`src/rtl/reg_port_arbiter_pkg.sv`:
```
// Shared types and constants for the register-port arbiter and its debug reader.
package reg_port_arbiter_pkg;
   localparam int NUM_REGS_DEF    = 8;
   localparam int SYNC_STAGES_DEF = 2;
   localparam int IDX_W           = 5;
   localparam int DATA_W          = 32;
   localparam int DBG_DATA_W      = 8;
   localparam int DBG_IDX_W       = 4;

   typedef enum logic [1:0] {
      ST_IDLE    = 2'd0,
      ST_ISSUE   = 2'd1,
      ST_CAPTURE = 2'd2
   } dbg_state_e;

   typedef enum logic {
      RR_A = 1'b0,
      RR_B = 1'b1
   } rr_e;

   function automatic logic [IDX_W-1:0] next_idx(input logic [IDX_W-1:0] idx,
                                                 input int num_regs);
      return (int'(idx) >= num_regs - 1) ? '0 : idx + 1'b1;
   endfunction
endpackage

```
`src/rtl/reg_port_arbiter_if.sv`:
```
// Writeback requesters, pipeline read port, register-file ports and debug outputs.
interface reg_port_arbiter_if;
   import reg_port_arbiter_pkg::*;

   logic                  a_valid;
   logic [IDX_W-1:0]      a_rd;
   logic [DATA_W-1:0]     a_din;
   logic                  a_ready;
   logic                  b_valid;
   logic [IDX_W-1:0]      b_rd;
   logic [DATA_W-1:0]     b_din;
   logic                  b_ready;
   logic                  cpu_rd_en;
   logic [IDX_W-1:0]      cpu_rs;
   logic                  rf_writable;
   logic [IDX_W-1:0]      rf_rd;
   logic [DATA_W-1:0]     rf_din;
   logic [IDX_W-1:0]      rf_rs;
   logic [DATA_W-1:0]     rf_outa;
   logic                  dbg_valid;
   logic [DBG_DATA_W-1:0] dbg_data;
   logic [DBG_IDX_W-1:0]  dbg_index;

   modport slave (
      input  a_valid, a_rd, a_din, b_valid, b_rd, b_din, cpu_rd_en, cpu_rs, rf_outa,
      output a_ready, b_ready, rf_writable, rf_rd, rf_din, rf_rs,
             dbg_valid, dbg_data, dbg_index
   );

   modport master (
      output a_valid, a_rd, a_din, b_valid, b_rd, b_din, cpu_rd_en, cpu_rs, rf_outa,
      input  a_ready, b_ready, rf_writable, rf_rd, rf_din, rf_rs,
             dbg_valid, dbg_data, dbg_index
   );
endinterface

```
`src/rtl/reg_port_arbiter_push_sync.sv`:
```
// Synchronizes the asynchronous debug push button and flags its rising edge.
module reg_port_arbiter_push_sync #(
   parameter int SYNC_STAGES = 2
) (
   input  logic clk_i,
   input  logic rst_n_i,
   input  logic push_i,
   output logic rise_o
);
   logic [SYNC_STAGES-1:0] sync_q, sync_d;
   logic                   prev_q;

   // Shift in from the LSB; the MSB is the fully synchronized level.
   always_comb begin
      sync_d = SYNC_STAGES'({sync_q, push_i});
   end

   always_ff @(posedge clk_i or negedge rst_n_i) begin
      if (!rst_n_i) begin
         sync_q <= '0;
         prev_q <= 1'b0;
      end else begin
         sync_q <= sync_d;
         prev_q <= sync_q[SYNC_STAGES-1];
      end
   end

   assign rise_o = sync_q[SYNC_STAGES-1] & ~prev_q;
endmodule

```
`src/rtl/reg_port_arbiter.sv`:
```
// Round-robin arbitration of two writeback ports onto one register-file write port,
// plus a push-button debug reader that steals idle cycles of read port A.
//
// state      | meaning
// ST_IDLE    | waiting for a pending debug step
// ST_ISSUE   | waiting for an idle pipeline read slot to drive rf_rs=idx
// ST_CAPTURE | rf_outa holds the debug register; latch its low byte
module reg_port_arbiter
   import reg_port_arbiter_pkg::*;
#(
   parameter int NUM_REGS    = NUM_REGS_DEF,
   parameter int SYNC_STAGES = SYNC_STAGES_DEF
) (
   input  logic               clk_i,
   input  logic               rst_n_i,
   input  logic               push_i,
   reg_port_arbiter_if.slave  bus
);
   logic                  grant_a, grant_b, in_range, wr_en;
   logic [IDX_W-1:0]      sel_rd;
   logic [DATA_W-1:0]     sel_din;
   rr_e                   rr_q, rr_d;

   dbg_state_e            state_q, state_d;
   logic [IDX_W-1:0]      idx_q, idx_d;
   logic                  pend_q, pend_d;
   logic                  push_rise, cap_fire;
   logic [IDX_W-1:0]      rs_sel;
   logic                  dbg_valid_q, dbg_valid_d;
   logic [DBG_DATA_W-1:0] dbg_data_q, dbg_data_d;
   logic [DBG_IDX_W-1:0]  dbg_index_q, dbg_index_d;
   logic                  unused_bits;

   reg_port_arbiter_push_sync #(
      .SYNC_STAGES (SYNC_STAGES)
   ) u_push_sync (
      .clk_i   (clk_i),
      .rst_n_i (rst_n_i),
      .push_i  (push_i),
      .rise_o  (push_rise)
   );

   // Out-of-range destinations are still accepted so the requester is never stalled.
   always_comb begin
      grant_a  = bus.a_valid & (~bus.b_valid | (rr_q == RR_A));
      grant_b  = bus.b_valid & ~grant_a;
      sel_rd   = grant_a ? bus.a_rd  : bus.b_rd;
      sel_din  = grant_a ? bus.a_din : bus.b_din;
      in_range = (sel_rd != '0) && (int'(sel_rd) < NUM_REGS);
      wr_en    = (grant_a | grant_b) & in_range;
      rr_d     = rr_q;
      if (bus.a_valid & bus.b_valid) begin
         rr_d = grant_a ? RR_B : RR_A;
      end
   end

   assign bus.a_ready     = grant_a;
   assign bus.b_ready     = grant_b;
   assign bus.rf_writable = wr_en;
   assign bus.rf_rd       = wr_en ? sel_rd  : '0;
   assign bus.rf_din      = wr_en ? sel_din : '0;

   always_comb begin
      state_d  = state_q;
      idx_d    = idx_q;
      pend_d   = pend_q;
      rs_sel   = bus.cpu_rs;
      cap_fire = 1'b0;
      unique case (state_q)
         ST_IDLE: begin
            if (pend_q) begin
               state_d = ST_ISSUE;
               idx_d   = next_idx(idx_q, NUM_REGS);
            end
         end
         ST_ISSUE: begin
            if (!bus.cpu_rd_en) begin
               rs_sel  = idx_q;
               state_d = ST_CAPTURE;
            end
         end
         ST_CAPTURE: begin
            cap_fire = 1'b1;
            state_d  = ST_IDLE;
         end
         default: state_d = ST_IDLE;
      endcase
      // A new edge wins over the clear so a push landing on the IDLE->ISSUE edge is kept.
      if (push_rise) begin
         pend_d = 1'b1;
      end else if ((state_q == ST_IDLE) && pend_q) begin
         pend_d = 1'b0;
      end
      dbg_valid_d = cap_fire;
      dbg_data_d  = cap_fire ? bus.rf_outa[DBG_DATA_W-1:0] : dbg_data_q;
      dbg_index_d = cap_fire ? idx_q[DBG_IDX_W-1:0] : dbg_index_q;
   end

   always_ff @(posedge clk_i or negedge rst_n_i) begin
      if (!rst_n_i) begin
         rr_q        <= RR_A;
         state_q     <= ST_IDLE;
         idx_q       <= '0;
         pend_q      <= 1'b0;
         dbg_valid_q <= 1'b0;
         dbg_data_q  <= '0;
         dbg_index_q <= '0;
      end else begin
         rr_q        <= rr_d;
         state_q     <= state_d;
         idx_q       <= idx_d;
         pend_q      <= pend_d;
         dbg_valid_q <= dbg_valid_d;
         dbg_data_q  <= dbg_data_d;
         dbg_index_q <= dbg_index_d;
      end
   end

   assign bus.rf_rs     = rs_sel;
   assign bus.dbg_valid = dbg_valid_q;
   assign bus.dbg_data  = dbg_data_q;
   assign bus.dbg_index = dbg_index_q;

   // Only the low byte of read data and the low index bits reach the debug outputs.
   assign unused_bits = ^{bus.rf_outa[DATA_W-1:DBG_DATA_W], idx_q[IDX_W-1:DBG_IDX_W]};
endmodule

```
`src/flat_wrapper.sv`:
```
// flat-port wrapper written by rule: the top's interface ports become plain ports
module reg_port_arbiter_flat import reg_port_arbiter_pkg::*;
#(
   parameter int NUM_REGS    = NUM_REGS_DEF,
   parameter int SYNC_STAGES = SYNC_STAGES_DEF
)
  (clk_i, rst_n_i, push_i, bus_a_valid, bus_a_rd, bus_a_din, bus_b_valid, bus_b_rd, bus_b_din, bus_cpu_rd_en, bus_cpu_rs, bus_rf_outa, bus_a_ready, bus_b_ready, bus_rf_writable, bus_rf_rd, bus_rf_din, bus_rf_rs, bus_dbg_valid, bus_dbg_data, bus_dbg_index);
  reg_port_arbiter_if bus_i ();
  input  logic clk_i;
  input  logic rst_n_i;
  input  logic push_i;
  input wire logic [$bits(bus_i.a_valid)-1:0] bus_a_valid;
  input wire logic [$bits(bus_i.a_rd)-1:0] bus_a_rd;
  input wire logic [$bits(bus_i.a_din)-1:0] bus_a_din;
  input wire logic [$bits(bus_i.b_valid)-1:0] bus_b_valid;
  input wire logic [$bits(bus_i.b_rd)-1:0] bus_b_rd;
  input wire logic [$bits(bus_i.b_din)-1:0] bus_b_din;
  input wire logic [$bits(bus_i.cpu_rd_en)-1:0] bus_cpu_rd_en;
  input wire logic [$bits(bus_i.cpu_rs)-1:0] bus_cpu_rs;
  input wire logic [$bits(bus_i.rf_outa)-1:0] bus_rf_outa;
  output wire logic [$bits(bus_i.a_ready)-1:0] bus_a_ready;
  output wire logic [$bits(bus_i.b_ready)-1:0] bus_b_ready;
  output wire logic [$bits(bus_i.rf_writable)-1:0] bus_rf_writable;
  output wire logic [$bits(bus_i.rf_rd)-1:0] bus_rf_rd;
  output wire logic [$bits(bus_i.rf_din)-1:0] bus_rf_din;
  output wire logic [$bits(bus_i.rf_rs)-1:0] bus_rf_rs;
  output wire logic [$bits(bus_i.dbg_valid)-1:0] bus_dbg_valid;
  output wire logic [$bits(bus_i.dbg_data)-1:0] bus_dbg_data;
  output wire logic [$bits(bus_i.dbg_index)-1:0] bus_dbg_index;
  assign bus_i.a_valid = bus_a_valid;
  assign bus_i.a_rd = bus_a_rd;
  assign bus_i.a_din = bus_a_din;
  assign bus_i.b_valid = bus_b_valid;
  assign bus_i.b_rd = bus_b_rd;
  assign bus_i.b_din = bus_b_din;
  assign bus_i.cpu_rd_en = bus_cpu_rd_en;
  assign bus_i.cpu_rs = bus_cpu_rs;
  assign bus_i.rf_outa = bus_rf_outa;
  assign bus_a_ready = bus_i.a_ready;
  assign bus_b_ready = bus_i.b_ready;
  assign bus_rf_writable = bus_i.rf_writable;
  assign bus_rf_rd = bus_i.rf_rd;
  assign bus_rf_din = bus_i.rf_din;
  assign bus_rf_rs = bus_i.rf_rs;
  assign bus_dbg_valid = bus_i.dbg_valid;
  assign bus_dbg_data = bus_i.dbg_data;
  assign bus_dbg_index = bus_i.dbg_index;
  reg_port_arbiter #(.NUM_REGS(NUM_REGS), .SYNC_STAGES(SYNC_STAGES)) u_core (.clk_i(clk_i), .rst_n_i(rst_n_i), .push_i(push_i), .bus(bus_i));
endmodule
```
`config.mk`:
```
export PLATFORM = sky130hd
export DESIGN_NAME = reg_port_arbiter_flat
export DESIGN_NICKNAME = d
export VERILOG_FILES = /design/src/rtl/reg_port_arbiter_pkg.sv /design/src/rtl/reg_port_arbiter_if.sv /design/src/rtl/reg_port_arbiter_push_sync.sv /design/src/rtl/reg_port_arbiter.sv /design/src/flat_wrapper.sv
export SDC_FILE = /design/constraint.sdc
export NUM_CORES = 1
export LEC_CHECK = 0
export ABC_AREA = 0
export CELL_PAD_IN_SITES_DETAIL_PLACEMENT = 1
export CELL_PAD_IN_SITES_GLOBAL_PLACEMENT = 1
export CORE_MARGIN = 10
export CORE_UTILIZATION = 20
export CTS_CLUSTER_DIAMETER = 80
export CTS_CLUSTER_SIZE = 12
export DETAILED_ROUTE_END_ITERATION = 7
export GPL_TIMING_DRIVEN = 0
export HOLD_SLACK_MARGIN = 0.08
export PLACE_DENSITY_LB_ADDON = 0.1
export RECOVER_POWER = 25
export SETUP_SLACK_MARGIN = 0.15
export SLEW_MARGIN = 20
export SYNTH_ARGS = -nofsm -noshare
export SYNTH_HDL_FRONTEND = slang
export SYNTH_SLANG_ARGS = --single-unit
```
`constraint.sdc`:
```
create_clock -name clk_i -period 1.65 [get_ports clk_i]
set_clock_uncertainty 0.05 [all_clocks]
set_input_delay 0.33 -clock clk_i [delete_from_list [all_inputs] [get_ports clk_i]]
set_output_delay 0.33 -clock clk_i [all_outputs]
set_load 0.03 [all_outputs]
```
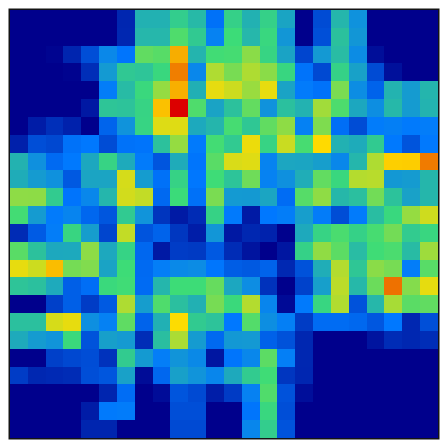
**Above:** run 1 (wire density map).
24 x 24 tiles, from dark blue (low) to red (high), scaled to the fullest tile. Values are wire area over tile area, all layers added.
20% of the tiles are nearly empty. The emptiest ninth of the die: south-east. The mean over all tiles is 0.10. The fullest tile reaches 0.35.
total routing usage reported by global routing: 0.123
wirelength, routed: 9.08 mm
per-cell routed wire length: 18.4 µm

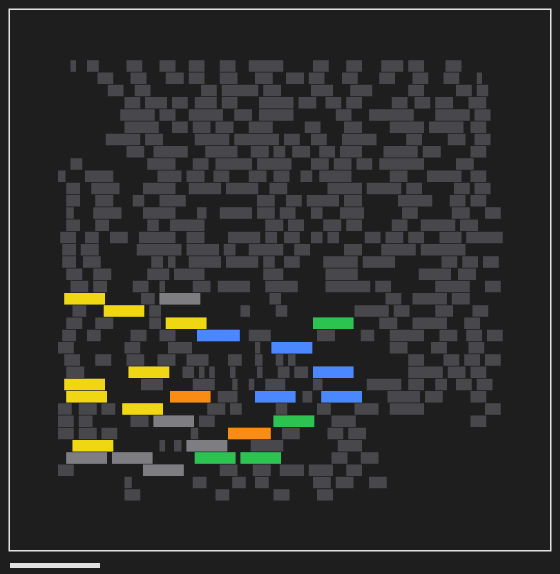
**Above:** run 1 (where the registers sit).
Bar = 20 µm.
Key: `u_core.bus.dbg_data` = yellow [flops 8]; `u_core.state_q` = orange [flops 2]; `u_core.idx_q` = blue [flops 5]; `u_core.bus.dbg_index` = green [flops 4, where south]
sequential cell area: 628 µm²
post-layout util: 0.500

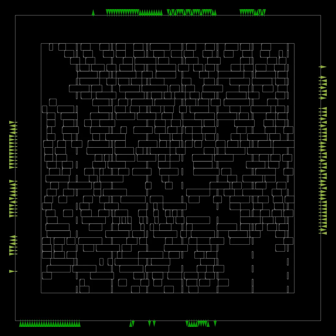
**Above:** run 1 (cell outlines without signal wires).
flip-flops: 25
count of filler cells inserted in the layout: 1,025
total number of tap cells: 133
flop share of the area: 0.129

==> impl_metrics.xml, run 1 <==
<?xml version="1.0" encoding="UTF-8"?>
<metrics>
  <group name="die">
    <metric name="io-pin-count" unit="">175</metric>
    <metric name="chipHeight" unit="µm">120</metric>
    <metric name="core_util_floorplan" unit="">0.205</metric>
  </group>
  <group name="status">
    <metric name="result_of_the_run" unit="">finished, violations left</metric>
    <metric name="violations" unit="">setup timing</metric>
  </group>
  <group name="final_timing">
    <metric name="max_freq" unit="GHz">0.432</metric>
    <metric name="hold_slack" unit="ns">0.307</metric>
    <metric name="postLayoutSetupSlackWorst" unit="ns">-0.664</metric>
    <metric name="finalHoldViolCount" unit="">0</metric>
    <metric name="report.final.slew_viol_count" unit="">0</metric>
    <metric name="final-setup-viol-count" unit="">43</metric>
  </group>
  <group name="critical_path">
    <metric name="timing.critical_path.slowest_cell_delay" unit="ns">0.42</metric>
    <metric name="setup.worst_path.start_class" unit="">register</metric>
    <metric name="crit_cells" unit="">9</metric>
    <metric name="crit_buf_inv" unit="">6</metric>
    <metric name="critPathLaunch" unit="">u_core.rr_q</metric>
  </group>
  <group name="cts">
    <metric name="clock_tree_from_tritoncts" unit="">built</metric>
  </group>
  <group name="worst_hold_path">
    <metric name="hold-path-cell-count" unit="">0</metric>
  </group>
  <group name="place">
    <metric name="placed_inst_area" unit="µm²">4000</metric>
    <metric name="routabilityCongestion" unit="">0.701</metric>
  </group>
  <group name="cells_and_area">
    <metric name="clock_buffers" unit="">4</metric>
    <metric name="commonest_non_fill_non_tap_cells_in_the_layout" unit="">clkdlybuf4s50_1 (79), buf_6 (49), nor4_4 (31), mux2i_1 (23), dfrtp_1 (23)</metric>
  </group>
</metrics>
run 1: repair_timing:
action | 4_1_cts | 5_1_grt
gates resized | 382 | 21
hold buffers | 1 | 0
pin swaps | 22 | 15
setup buffers | 27 | 9
hold endpoints to repair | 25 | 0
gates cloned | 5 | 0
setup endpoints to repair | 65 | 49
run 1: report_power, final:
| group | switching, mW | internal (mW) | total [mW] | leakage (nW) |
|---|---|---|---|---|
| Sequential | 0.147 | 0.836 | 0.983 | 0.306 |
| Combinational | 1.53 | 1.60 | 3.12 | 1.60 |
| Clock | 0.194 | 0.173 | 0.367 | 0.0228 |
run 1: routing by layer:
layer,vias up,global-route usage,share of wire
li1,1027,-,-
met1,1038,0.159,0.42
met2,85,0.199,0.50
met3,4,0.0384,0.073
met4,0,0.0189,0.0080
met5,-,0,0
**Run 1: routed clock nets over the placement**

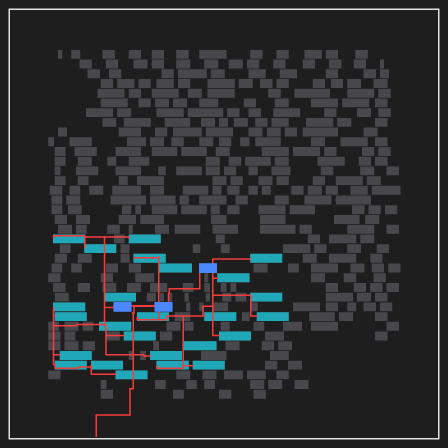

==> run 1 -> run 2 <==
MAX_ROUTING_LAYER = met4   (was not set)
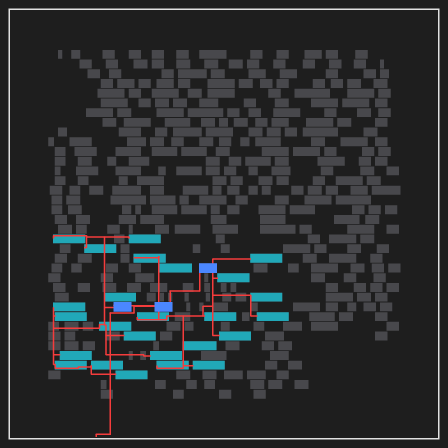
**Above:** run 2 (routed clock nets over the placement).
Key: cells driving clock nets = blue [count 3]; flip-flops = cyan [count 25]; clock wires = red [length 357 µm]
There are 4 routed clock nets.
Clk network pwr share: 0.082
clk ins delay skew pair: 0.27 ns
Clk. pwr: 0.368 mW

==> run 2 against run 1 <==
Effect of this change:
- sequential share of layout area unchanged
- sequential power about the same
- count of clock-buffer cells in the layout unchanged
- critical path depth unchanged
- global-route usage up 0.34 points
- largest cell class unchanged
- the run still ends with setup timing left
- worst setup slack worse by 0.0018 ns
==> impl_metrics.xml, run 2 <==
<?xml version="1.0" encoding="UTF-8"?>
<metrics>
  <group name="final_timing">
    <metric name="postLayoutSetupSlackWorst" unit="ns">-0.666</metric>
    <metric name="finalHoldViolCount" unit="">0</metric>
    <metric name="final-setup-viol-count" unit="">43</metric>
    <metric name="report.final.slew_viol_count" unit="">0</metric>
  </group>
  <group name="die">
    <metric name="chipHeight" unit="µm">120</metric>
    <metric name="tap_cells" unit="">133</metric>
    <metric name="io-pin-count" unit="">175</metric>
  </group>
  <group name="drt">
    <metric name="dr_wl_met2" unit="mm">4.52</metric>
    <metric name="wl" unit="mm">9.10</metric>
    <metric name="drt-wirelength-per-cell" unit="µm">18.5</metric>
    <metric name="highest_layer" unit="">met4</metric>
    <metric name="wirelength_met1" unit="mm">4.00</metric>
    <metric name="wl_met3" unit="µm">502</metric>
  </group>
  <group name="cells_and_area">
    <metric name="seq_cells" unit="">25</metric>
    <metric name="commonest_non_fill_non_tap_cells_in_the_layout" unit="">clkdlybuf4s50_1 (79), buf_6 (49), nor4_4 (31), mux2i_1 (23), dfrtp_1 (23)</metric>
    <metric name="clock_buffers" unit="">4</metric>
    <metric name="area.share.sequential" unit="">0.129</metric>
  </group>
  <group name="power">
    <metric name="internal_dissipation" unit="mW">2.61</metric>
    <metric name="power_frac_seq" unit="">0.220</metric>
    <metric name="p_sw_frac" unit="">0.418</metric>
    <metric name="total_switching_power" unit="mW">1.87</metric>
    <metric name="comb_power_share" unit="">0.698</metric>
  </group>
  <group name="place">
    <metric name="placed_inst_area" unit="µm²">4000</metric>
    <metric name="routabilityCongestion" unit="">0.708</metric>
  </group>
  <group name="critical_path">
    <metric name="critPathLaunch" unit="">u_core.rr_q</metric>
    <metric name="setup.worst_path.start_class" unit="">register</metric>
  </group>
  <group name="status">
    <metric name="violations" unit="">setup timing</metric>
    <metric name="result_of_the_run" unit="">finished, violations left</metric>
  </group>
  <group name="cts">
    <metric name="clock_tree_from_tritoncts" unit="">built</metric>
    <metric name="holdBufCountCts" unit="">1</metric>
  </group>
  <group name="worst_hold_path">
    <metric name="hold-path-cell-count" unit="">0</metric>
  </group>
</metrics>
## run 2: metal layers
layer  vias up  global-route usage
met5         -                   -
li1       1029                   -
met1      1038               0.164
met2        85               0.199
met3         4              0.0291
met4         0              0.0189
## run 2: power by group through the flow
stage | clock network (mW) | registers [mW] | logic (mW)
after floorplan | 0 | 1.27 | 1.31
after global placement | 0 | 1.02 | 2.49
after detailed placement | 0 | 1.02 | 2.49
after CTS | 0.382 | 0.988 | 3.01
after global routing | 0.426 | 1.02 | 3.32
final | 0.368 | 0.986 | 3.13
## run 2: logic make-up after synthesis
| kind of cell | count (synthesis) |
|---|---|
| adders and majority gates | 1 |
| other | 1 |
| AOI/OAI and AO/OA | 15 |
| xor gates and xnor gates | 1 |
| DFF | 25 |
| muxes | 51 |
| and+or+nand+nor | 54 |
| buffers and inverters | 17 |
No activity file was given, so power comes from the tool's default toggle rates.
